## config.mk

```make
export PLATFORM = sky130hd
export DESIGN_NAME = anc_i2s_tx
export DESIGN_NICKNAME = d
export VERILOG_FILES = /design/src/rtl/anc_pkg.sv /design/src/rtl/anc_i2s_tx_clk_gen.sv /design/src/rtl/anc_i2s_tx.sv
export SDC_FILE = /design/constraint.sdc
export NUM_CORES = 1
export LEC_CHECK = 0
export ABC_AREA = 1
export CAP_MARGIN = 20
export CORE_ASPECT_RATIO = 0.5
export CORE_MARGIN = 3
export CORE_UTILIZATION = 30
export DETAILED_ROUTE_END_ITERATION = 10
export PLACE_DENSITY = 0.49
export SLEW_MARGIN = 40
export SYNTH_ARGS = -nofsm -noshare
export SYNTH_HDL_FRONTEND = slang
export SYNTH_SLANG_ARGS = --single-unit
```

## constraint.sdc

```tcl
create_clock -name clk_in -period 4.91 [get_ports clk_in]
set_input_delay 0.7365 -clock clk_in [delete_from_list [all_inputs] [get_ports clk_in]]
set_output_delay 0.7365 -clock clk_in [all_outputs]
set_load 0.05 [all_outputs]
```

## src/rtl/anc_pkg.sv

```systemverilog
// Shared constants and state type for the ANC I2S transmitter.
package anc_pkg;
    localparam int SAMPLE_W        = 16;
    localparam int SLOTS_PER_CH    = 32;
    localparam int SLOTS_PER_FRAME = 2 * SLOTS_PER_CH;

    typedef enum logic {
        ST_IDLE = 1'b0,
        ST_RUN  = 1'b1
    } tx_state_e;
endpackage

```

## src/rtl/anc_i2s_tx_clk_gen.sv

```systemverilog
// BCLK divider and slot counter; frozen at zero until run_in rises.
module i2s_clk_gen #(
    parameter int HALF_DIV = 16
) (
    input  logic       clk_in,
    input  logic       rst_in,
    input  logic       run_in,
    output logic       bclk,
    output logic       fall_strobe,
    output logic [5:0] slot
);
    localparam int DW = $clog2(HALF_DIV);

    logic [DW-1:0] div_q, div_d;
    logic          bclk_q, bclk_d;
    logic [5:0]    slot_q, slot_d;
    logic          half_done;

    always_comb begin
        half_done = run_in && (div_q == DW'(HALF_DIV - 1));
        div_d     = div_q;
        bclk_d    = bclk_q;
        slot_d    = slot_q;
        if (run_in) begin
            div_d = half_done ? '0 : div_q + 1'b1;
            if (half_done) begin
                bclk_d = ~bclk_q;
                // A slot ends on each falling edge; the 6-bit counter wraps 63 -> 0.
                if (bclk_q) begin
                    slot_d = slot_q + 6'd1;
                end
            end
        end
    end

    always_ff @(posedge clk_in) begin
        if (!rst_in) begin
            div_q  <= '0;
            bclk_q <= 1'b0;
            slot_q <= 6'd0;
        end else begin
            div_q  <= div_d;
            bclk_q <= bclk_d;
            slot_q <= slot_d;
        end
    end

    assign bclk        = bclk_q;
    assign fall_strobe = half_done && bclk_q;
    assign slot        = slot_q;
endmodule

```

## src/rtl/anc_i2s_tx.sv

```systemverilog
// Mono I2S transmitter for the ANC anti-noise path: holds the latest FIR
// sample, latches it at each frame start and shifts it out on both channels.
module anc_i2s_tx
    import anc_pkg::*;
#(
    parameter int BCLK_HALF_DIV = 16,
    parameter int SAMPLE_W      = anc_pkg::SAMPLE_W
) (
    input  logic                       clk_in,
    input  logic                       rst_in,
    input  logic                       ready_in,
    input  logic signed [SAMPLE_W-1:0] sample_in,
    input  logic                       mute_in,
    output logic                       bclk_out,
    output logic                       lrclk_out,
    output logic                       sdata_out,
    output logic                       frame_start_out,
    output logic                       underrun_out,
    output logic                       overrun_out
);
    tx_state_e           state_q, state_d;
    logic [SAMPLE_W-1:0] hold_q, hold_d;
    logic                hold_valid_q, hold_valid_d;
    logic [SAMPLE_W-1:0] active_q, active_d;
    logic [SAMPLE_W-1:0] shift_q, shift_d;
    logic                sdata_q, sdata_d;
    logic                lrclk_q, lrclk_d;
    logic                frame_start_q, frame_start_d;
    logic                underrun_q, underrun_d;
    logic                overrun_q, overrun_d;

    logic       run;
    logic       bclk;
    logic       fall;
    logic [5:0] slot;
    logic [5:0] slot_next;
    logic [4:0] ch_slot;
    logic       start_run;
    logic       frame_start;

    assign run = (state_q == ST_RUN);

    i2s_clk_gen #(
        .HALF_DIV(BCLK_HALF_DIV)
    ) u_clk_gen (
        .clk_in     (clk_in),
        .rst_in     (rst_in),
        .run_in     (run),
        .bclk       (bclk),
        .fall_strobe(fall),
        .slot       (slot)
    );

    always_comb begin
        slot_next   = slot + 6'd1;
        ch_slot     = slot_next[4:0];
        start_run   = (state_q == ST_IDLE) && hold_valid_q;
        frame_start = start_run || (fall && (slot == 6'(SLOTS_PER_FRAME - 1)));

        state_d       = start_run ? ST_RUN : state_q;
        hold_d        = hold_q;
        hold_valid_d  = hold_valid_q;
        active_d      = active_q;
        shift_d       = shift_q;
        sdata_d       = sdata_q;
        lrclk_d       = lrclk_q;
        frame_start_d = frame_start;
        underrun_d    = frame_start && !hold_valid_q;
        overrun_d     = ready_in && hold_valid_q && !frame_start;

        if (frame_start) begin
            hold_valid_d = 1'b0;
            if (mute_in) begin
                active_d = '0;
            end else if (hold_valid_q) begin
                active_d = hold_q;
            end
            shift_d = active_d;
            sdata_d = 1'b0;
            lrclk_d = 1'b0;
        end else if (fall) begin
            lrclk_d = (int'(slot_next) >= SLOTS_PER_CH);
            if (ch_slot == 5'd0) begin
                // Right channel repeats the same word, so reload the shifter.
                shift_d = active_q;
                sdata_d = 1'b0;
            end else if (int'(ch_slot) <= SAMPLE_W) begin
                sdata_d = shift_q[SAMPLE_W-1];
                shift_d = shift_q << 1;
            end else begin
                sdata_d = 1'b0;
            end
        end

        // Applied after the frame-start transfer so a coincident sample survives.
        if (ready_in) begin
            hold_d       = sample_in;
            hold_valid_d = 1'b1;
        end
    end

    always_ff @(posedge clk_in) begin
        if (!rst_in) begin
            state_q       <= ST_IDLE;
            hold_q        <= '0;
            hold_valid_q  <= 1'b0;
            active_q      <= '0;
            shift_q       <= '0;
            sdata_q       <= 1'b0;
            lrclk_q       <= 1'b1;
            frame_start_q <= 1'b0;
            underrun_q    <= 1'b0;
            overrun_q     <= 1'b0;
        end else begin
            state_q       <= state_d;
            hold_q        <= hold_d;
            hold_valid_q  <= hold_valid_d;
            active_q      <= active_d;
            shift_q       <= shift_d;
            sdata_q       <= sdata_d;
            lrclk_q       <= lrclk_d;
            frame_start_q <= frame_start_d;
            underrun_q    <= underrun_d;
            overrun_q     <= overrun_d;
        end
    end

    assign bclk_out        = bclk;
    assign lrclk_out       = lrclk_q;
    assign sdata_out       = sdata_q;
    assign frame_start_out = frame_start_q;
    assign underrun_out    = underrun_q;
    assign overrun_out     = overrun_q;
endmodule

```

### The metal 1 layer

Drawn at 3 px/um. Cells faint in the background.
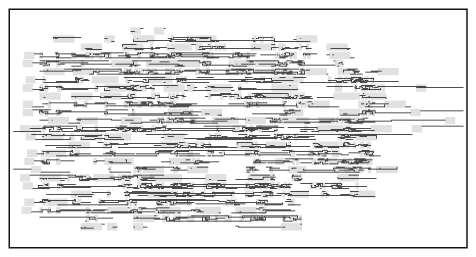
share of all routed wire: 56%
wire length on this layer: 4690 um

### Signal wires on met2

Drawn at 4 px/um.
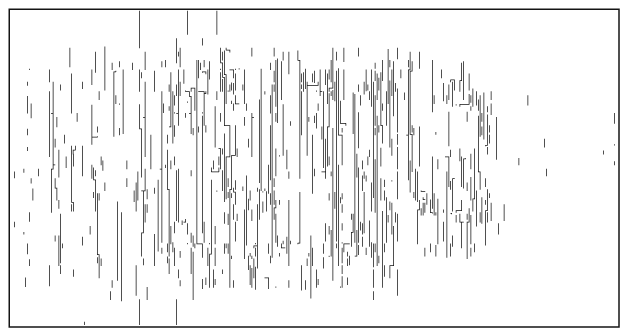
nets with wire on the layer: 336
longest straight run: 45.9 um
share of all routed wire: 37%
main direction: vertical

### Signal wires on met3

Drawn at 2 px/um. Cells faint in the background.
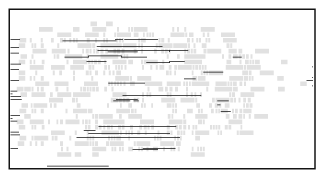
longest straight run: 51.5 um
nets with wire on the layer: 40

### Pin map

Drawn at 4 px/um. Pins as bars across the die edge, other pins in gray.
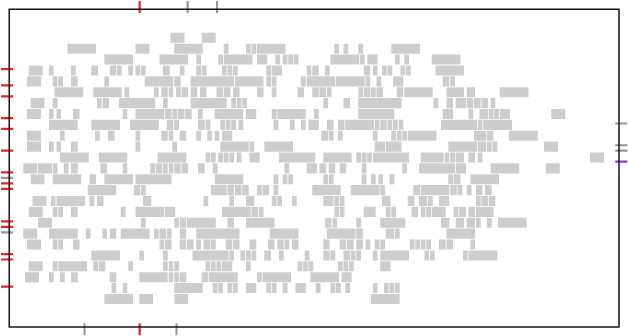
| color | port | pins | direction | edge |
|---|---|---|---|---|
| purple | sdata_out | 1 | output | right |
| red | sample_in | 16 | input | 14 left, 1 top, 1 bottom |

==> cell type report <==
type,count,area (um2)
inverters,32,120.1
fillers,1054,6073
clock buffers,10,229.0
repair buffers,27,265.3
multi-input cells,353,1624
clock inverters,6,113.9
flip-flops and latches,66,1321
well taps,135,168.9
==> routing by layer <==
layer	vias to the layer above	GRT usage [%]
met1	1252	21.27
li1	1563	-
met5	-	0
met4	0	3.767
met3	2	4.682
met2	84	19.56
==> logic make-up (layout without fill, tap and decap cells) <==
family / count (synthesis) / in the layout / synth area share, %
AND-OR/OR-AND: 84 / 84 / 14.97
XOR/XNOR: 1 / 1 / 0.2737
adder cells (fa/ha/maj): 2 / 2 / 0.7817
buffers and inverters: 59 / 75 / 7.975
flip-flops: 66 / 66 / 41.28
AND/OR/NAND/NOR: 266 / 266 / 34.71
==> impl_metrics.tcl <==
# metrics dict for downstream scripts
set metrics [dict create \
    avgViaCountPerCell 4.612 \
    met1Wirelength_mm 4.692 \
    outcome "finished clean" \
    post_cts_hold_buffer_count 0 \
    critical_path.most_common_cell "sky130_fd_sc_hd__nor2_1" \
    peak_freq_mhz 407.3 \
    post-synth-top-area-cell "sky130_fd_sc_hd__dfxtp_1" \
    stdcell_area_mm2 0.003842 \
    synth_stat.cells 478 \
    dp_worst_setup_slack_ps 2247 \
    power.internal_uw 1122 \
    sequentialPowerShare_pct 39.0 \
    critical_path_cell_count 10 \
    synthesis.area_per_instance_um2 6.696 \
    depth_of_the_cts_h_tree 3 \
    chipWidth_um 152.1 \
    yosysUniqueCellTypes 29 \
    detail-route-antenna-nets 0 \
    place.detailed.instances 613 \
    syn_inst 478 \
    core-area_mm2 0.009916 \
    cts_setup_buffers 0 \
    power.combinational.fraction_pct 11.2 \
    top_power_group "clock" \
    cts-buffers-inserted 9 \
    drt_iter0_drc 181 \
]
